`src/rtl/fetch_pkg.sv`:
```
// rtl/fetch_pkg.sv - shared state encoding and constants for the instruction fetch unit
package fetch_pkg;

  typedef enum logic [1:0] {
    IDLE = 2'd0,
    REQ  = 2'd1,
    DONE = 2'd2
  } fetch_state_e;

  localparam logic [31:0] MIPS_NOP   = 32'h0000_0000;
  localparam logic [1:0]  ALIGN_MASK = 2'b11;

  function automatic logic is_word_aligned(input logic [31:0] addr);
    return (addr[1:0] & ALIGN_MASK) == 2'b00;
  endfunction

endpackage

```
`src/rtl/fetch_timeout_cnt.sv`:
```
// rtl/fetch_timeout_cnt.sv - REQ wait-cycle counter, flags the terminal unanswered cycle
module fetch_timeout_cnt #(
  parameter int TIMEOUT_CYCLES = 16
) (
  input  logic clk,
  input  logic rst_n,
  input  logic clear,
  input  logic enable,
  output logic expired
);

  localparam int CW = $clog2(TIMEOUT_CYCLES + 1);

  logic [CW-1:0] cnt_q;
  logic [CW-1:0] cnt_d;

  always_comb begin
    cnt_d = cnt_q;
    if (clear)       cnt_d = '0;
    else if (enable) cnt_d = cnt_q + 1'b1;
  end

  always_ff @(posedge clk or negedge rst_n) begin
    if (!rst_n) cnt_q <= '0;
    else        cnt_q <= cnt_d;
  end

  // Expires on the edge that would bring the count up to TIMEOUT_CYCLES.
  assign expired = enable && (cnt_q == CW'(TIMEOUT_CYCLES - 1));

endmodule

```
`src/rtl/inst_fetch_unit.sv`:
```
// rtl/inst_fetch_unit.sv - multi-cycle MIPS fetch FSM driving instruction memory and IR load
// Optional REQ timeout abort enabled by defining FETCH_TIMEOUT_EN.
module inst_fetch_unit
  import fetch_pkg::*;
#(
  parameter int          TIMEOUT_CYCLES = 16,
  parameter logic [31:0] RESET_INST     = MIPS_NOP
) (
  input  logic        CLK,
  input  logic        RST_N,
  input  logic        fetch_req,
  input  logic        flush,
  input  logic [31:0] PC,
  output logic [31:0] mem_addr,
  output logic        mem_rd,
  input  logic [31:0] mem_rdata,
  input  logic        mem_ready,
  output logic [31:0] instruction,
  output logic        IRWr,
  output logic        fetch_busy,
  output logic        fetch_err
);

  fetch_state_e state_q, state_d;
  logic [31:0]  mem_addr_q, mem_addr_d;
  logic [31:0]  instr_q, instr_d;
  logic         err_q, err_d;
  logic         to_expired;

`ifdef FETCH_TIMEOUT_EN
  fetch_timeout_cnt #(
    .TIMEOUT_CYCLES(TIMEOUT_CYCLES)
  ) u_timeout (
    .clk    (CLK),
    .rst_n  (RST_N),
    .clear  (state_q != REQ),
    .enable ((state_q == REQ) && !mem_ready),
    .expired(to_expired)
  );
`else
  assign to_expired = 1'b0;
`endif

  always_ff @(posedge CLK or negedge RST_N) begin
    if (!RST_N) state_q <= IDLE;
    else        state_q <= state_d;
  end

  // Flush outranks everything; a coincident mem_ready is dropped.
  always_comb begin
    state_d    = state_q;
    mem_addr_d = mem_addr_q;
    instr_d    = instr_q;
    err_d      = 1'b0;
    case (state_q)
      IDLE: begin
        if (!flush && fetch_req) begin
          if (is_word_aligned(PC)) begin
            state_d    = REQ;
            mem_addr_d = PC;
          end else begin
            err_d = 1'b1;
          end
        end
      end
      REQ: begin
        if (flush) begin
          state_d = IDLE;
        end else if (mem_ready) begin
          instr_d = mem_rdata;
          state_d = DONE;
        end else if (to_expired) begin
          state_d = IDLE;
          err_d   = 1'b1;
        end
      end
      DONE:    state_d = IDLE;
      default: state_d = IDLE;
    endcase
  end

  always_comb begin
    mem_rd     = (state_q == REQ);
    IRWr       = (state_q == DONE) && !flush;
    fetch_busy = (state_q == REQ) || (state_q == DONE);
  end

  always_ff @(posedge CLK or negedge RST_N) begin
    if (!RST_N) begin
      mem_addr_q <= '0;
      instr_q    <= RESET_INST;
      err_q      <= 1'b0;
    end else begin
      mem_addr_q <= mem_addr_d;
      instr_q    <= instr_d;
      err_q      <= err_d;
    end
  end

  assign mem_addr    = mem_addr_q;
  assign instruction = instr_q;
  assign fetch_err   = err_q;

endmodule
```
`config.mk`:
```
export PLATFORM = sky130hd
export DESIGN_NAME = inst_fetch_unit
export DESIGN_NICKNAME = d
export VERILOG_FILES = /design/src/rtl/fetch_pkg.sv /design/src/rtl/fetch_timeout_cnt.sv /design/src/rtl/inst_fetch_unit.sv
export SDC_FILE = /design/constraint.sdc
export NUM_CORES = 1
export LEC_CHECK = 0
export ABC_AREA = 0
export CORE_AREA = 2 2 105 107
export CTS_BUF_LIST = sky130_fd_sc_hd__clkbuf_4
export CTS_CLUSTER_DIAMETER = 40
export DETAILED_ROUTE_END_ITERATION = 10
export DIE_AREA = 0 0 107 109
export GPL_ROUTABILITY_DRIVEN = 0
export HOLD_SLACK_MARGIN = 0.1
export SLEW_MARGIN = 30
export SYNTH_ARGS = -nofsm -noshare
export SYNTH_HDL_FRONTEND = slang
export SYNTH_SLANG_ARGS = --single-unit
```
`constraint.sdc`:
```
create_clock -name CLK -period 2.9 [get_ports CLK]
set_input_delay 0.58 -clock CLK [delete_from_list [all_inputs] [get_ports CLK]]
set_output_delay 0.58 -clock CLK [all_outputs]
set_load 0.005 [all_outputs]
```
Run 1, port wiring:
Scale: 2 px per um.
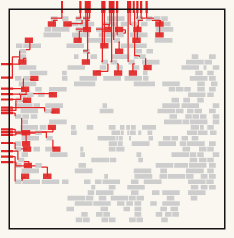
Red shows `mem_rdata`, bits 32, direction input, edge 17 north, 15 west, end cells 32, buffers 32, wire 579 um.

Run 1, I/O pins on the die edge:
Scale: 4 px per um. Pins as bars across the die edge, other pins in grey.
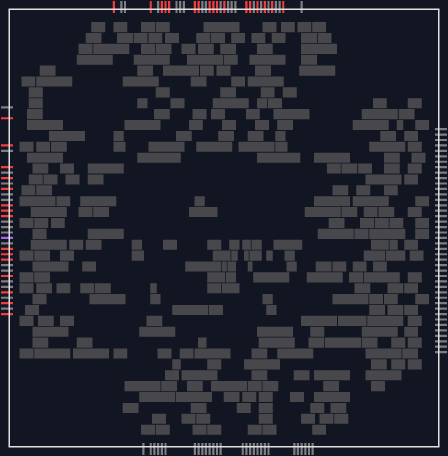
Red shows `mem_rdata`, pins 32, direction input, edge 17 north, 15 west. Purple shows `fetch_busy`, pins 1, direction output, edge west.

==> impl_metrics.tcl, run 1 <==
# yosys + openroad results
set metrics [dict create \
    status "completed" \
    comb_area_share_pct 19.8 \
    clockBufferDepth 2 \
    yosys_area_um2 2570 \
    ant_nets 0 \
    maxSlewHeadroom_pct 58.0 \
    place_area_um2 4140 \
    syn_nets 227 \
    worst_slew_pin_slew_ns 0.629 \
    worstReg2RegStart "state_q[1]$_DFFE_PN0P_" \
    clk-power_mw 0.716 \
    ys.flops 67 \
    crit_arrival_ns 1.84 \
    cts_htree_levels 3 \
    logic_gates 80 \
    synth_seq_share_pct 65.1 \
    topCombFamilyByArea "multiplexers" \
    seqPwrFrac_pct 40.2 \
    startpoint "flush" \
    ir_drop_uv 343 \
    compound_area_share_pct 0.972 \
    grt_pass1_vias 1958 \
    cts_setup_buffers 0 \
    grt_max_degree 33 \
    holdWs_ns 0.171 \
    comb_area_um2 853 \
    fp.dieH_um 109 \
    setup_viol 0 \
    power_leakage_nw 1.84 \
    area_delta_synth_final_pct 67.1 \
    setup.worst_path.end "IRWr" \
]
Run 1, the metal 2 layer:
Scale: 4 px per um.
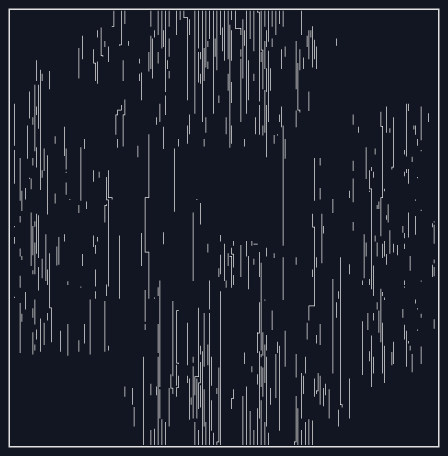
The layer carries 2860 um of wire. 343 nets have wire on it. The layer holds 46% of the routed length. The longest straight run is 38.2 um.

==> run 1: synth_stat cells, drive strengths merged <==
cell type / number / area [um2]
o22ai: 1 / 6.26
and2b: 2 / 15.0
a21oi: 2 / 10.0
a311oi: 1 / 8.76
mux2: 62 / 698
buf: 6 / 37.5
dfrtp: 67 / 1680
ha: 3 / 37.5
inv: 2 / 7.51
and4bb: 1 / 12.5
nand2: 1 / 6.26
nor2: 2 / 10.0
nor3b: 1 / 7.51
and2: 2 / 12.5
or4b: 1 / 13.8
nand4b: 1 / 15.0
==> run 1: flip-flops by register name, summed over array words and instances, names as in the netlist <==
register	count
instruction	32
fetch_err	1
mem_addr	32
state_q	2
==> run 1: per-layer routing <==
metal	track usage, %	vias up
met5	0	-
met4	3.62	0
met3	5.74	2
met2	16.7	82
met1	13.7	887
li1	-	835
Run 1, routed metal, one colour a layer:
Scale: 2 px per um. Two of the layers only.
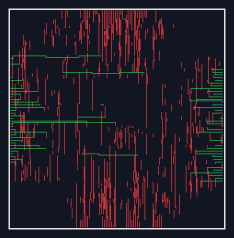

## Run 2: what changed since run 1
- clock period: 2.9 -> 2.1 ns (I/O delays scaled with it)
Run 2, routed metal, one colour a layer:
Scale: 2 px per um. Two of the layers only.
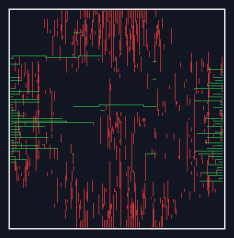
Green shows M3, wire length 612 um. Red shows M2, wire length 2590 um.

Run 2, placement view:
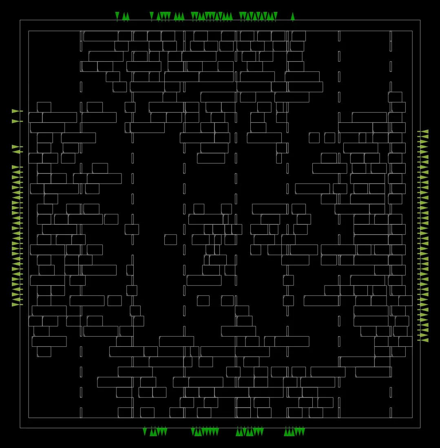
Rows: 38
final core occ: 40.5%
Seq cells: 67
n_taps: 140
filler cell count: 1015

==> impl_metrics.tcl, run 2 <==
# yosys + openroad results
set metrics [dict create \
    area_delta_synth_final_pct 66.7 \
    clk-power_mw 0.711 \
    crit_arrival_ns 1.52 \
    top_area_cell "dfrtp_1" \
    globalRouteMet3Util_pct 4.66 \
    top_area_share_pct 65.1 \
    fp.dieH_um 109 \
    grt_max_degree 42 \
    met1_usage_pct 12.8 \
    synth_seq_share_pct 65.1 \
    clockBufferDepth 2 \
    cts_setup_buffers 1 \
    place_area_um2 4170 \
    cts_htree_levels 3 \
    status "completed" \
    syn_nets 227 \
    yosys-top-cells-count "dfrtp_1, mux2_2, mux2_1" \
    ant_nets 0 \
    seqPwrFrac_pct 42.4 \
    power_leakage_nw 1.86 \
    worstReg2RegStart "state_q[1]$_DFFE_PN0P_" \
    flop_cell "dfrtp_1" \
    setup.worst_path.end "IRWr" \
    ys.flops 67 \
    yosys_area_um2 2570 \
    top_cells_by_area "dfrtp_1, mux2_2, mux2_1, ha_1, buf_4" \
    startpoint "state_q[1]$_DFFE_PN0P_" \
    maxSlewHeadroom_pct 64.6 \
    globalRoute.busiestLayer "met2" \
]
[run 2: cell counts after synthesis]
Identical to the previous run, type by type.
[run 2: final cells by class]
type | count | area (um2) | area share (%)
clock inverter | 4 | 17.5 | 0.408
sequential | 67 | 1680 | 39.1
multi-input combinational | 80 | 853 | 19.9
tap | 140 | 175 | 4.08
inverter | 2 | 7.51 | 0.175
timing repair buffer | 145 | 1470 | 34.3
clock buffer | 12 | 90.1 | 2.10
[run 2: cell families (layout without fill, tap and decap cells)]
logic type | Yosys count | after routing | synth area share, %
buffers and inverters | 8 | 163 | 1.75
muxes | 62 | 62 | 27.1
DFF | 67 | 67 | 65.1
adders and majority gates | 3 | 3 | 1.46
and+or+nand+nor | 11 | 11 | 3.60
AOI/OAI and AO/OA | 4 | 4 | 0.972
Run 2, I/O pins on the die edge:
Scale: 4 px per um. Pins as bars across the die edge, other pins in grey.
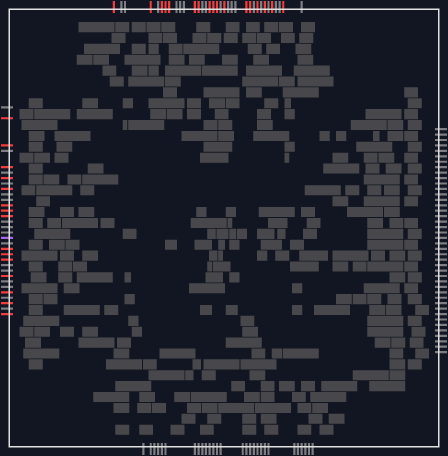

## Run 3: what changed since run 2
- clock period: 2.1 -> 1.9 ns (I/O delays scaled with it)
Run 3, I/O pins on the die edge:
Scale: 4 px per um. Pins as bars across the die edge, other pins in grey.
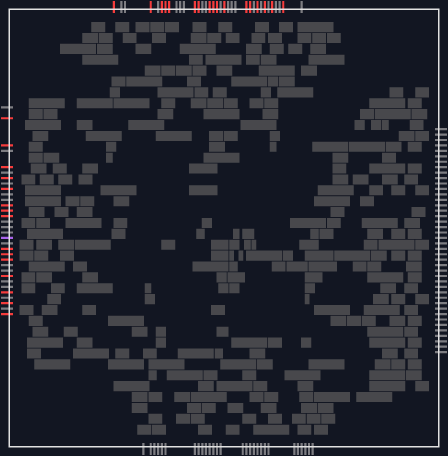
Purple shows `fetch_busy`, pins 1, direction output, edge west. Red shows `mem_rdata`, pins 32, direction input, edge 17 north, 15 west.

Run 3, routed metal, one colour a layer:
Scale: 2 px per um. Two of the layers only.
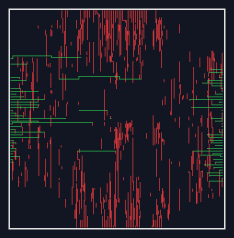
total wire length: 6270 um
DR WL/cell: 14.0 um
DR vias: 1816
gr usage total: 11.0%

==> impl_metrics.tcl, run 3 <==
# yosys + openroad results
set metrics [dict create \
    status "completed" \
    edf_count 0 \
    num_rows 38 \
    power_leakage_nw 1.85 \
    ir_drop_uv 460 \
    fp.dieH_um 109 \
    cts_setup_buffers 0 \
    ys.flops 67 \
    setup.worst_path.end "mem_rd" \
    globalRoute.busiestLayer "met2" \
    synth_seq_share_pct 65.1 \
    yosys-top-cells-count "dfrtp_1, mux2_2, mux2_1" \
    comb_area_share_pct 19.9 \
    place_area_um2 4170 \
    grt_use_met2_pct 16.3 \
    area_delta_synth_final_pct 66.6 \
    final-clk-cell-share_pct 2.36 \
    globalRouteMet3Util_pct 5.32 \
    cts_htree_levels 3 \
    comb_area_um2 853 \
    startpoint "state_q[0]$_DFFE_PN0P_" \
    top_cell "dfrtp_1" \
    clk-power_mw 0.763 \
    seq_share_pct 39.1 \
    worstReg2RegStart "state_q[0]$_DFFE_PN0P_" \
    layout.nonclk_buf_share_pct 34.4 \
    worst_slew_pin_slew_ns 0.532 \
    clockBufferDepth 2 \
    crit_arrival_ns 1.43 \
]
[run 3: cell counts after synthesis]
Identical to the previous run, type by type.
[run 3: cells by family (layout without fill, tap and decap cells)]
logic type	count (synthesis)	in the layout	share of synthesized area (%)
AND-OR/OR-AND	4	4	0.972
adder cells (fa/ha/maj)	3	3	1.46
buffers and inverters	8	162	1.75
flip-flops	67	67	65.1
multiplexers	62	62	27.1
AND/OR/NAND/NOR	11	11	3.60
[run 3: through the flow]
step	hold slack [ns]	setup TNS [ns]	setup WS [ns]	util [%]
6_report	0.499	0	0.0867	40.5
5_1_grt	0.517	-0.00577	-0.00577	40.5
4_1_cts	0.505	0	0.0204	40.4
3_5_place_dp	0.425	-0.918	-0.0702	39.3
3_3_place_gp	0.420	-0.379	-0.0648	39.3
2_1_floorplan	0.0844	0	0.393	-
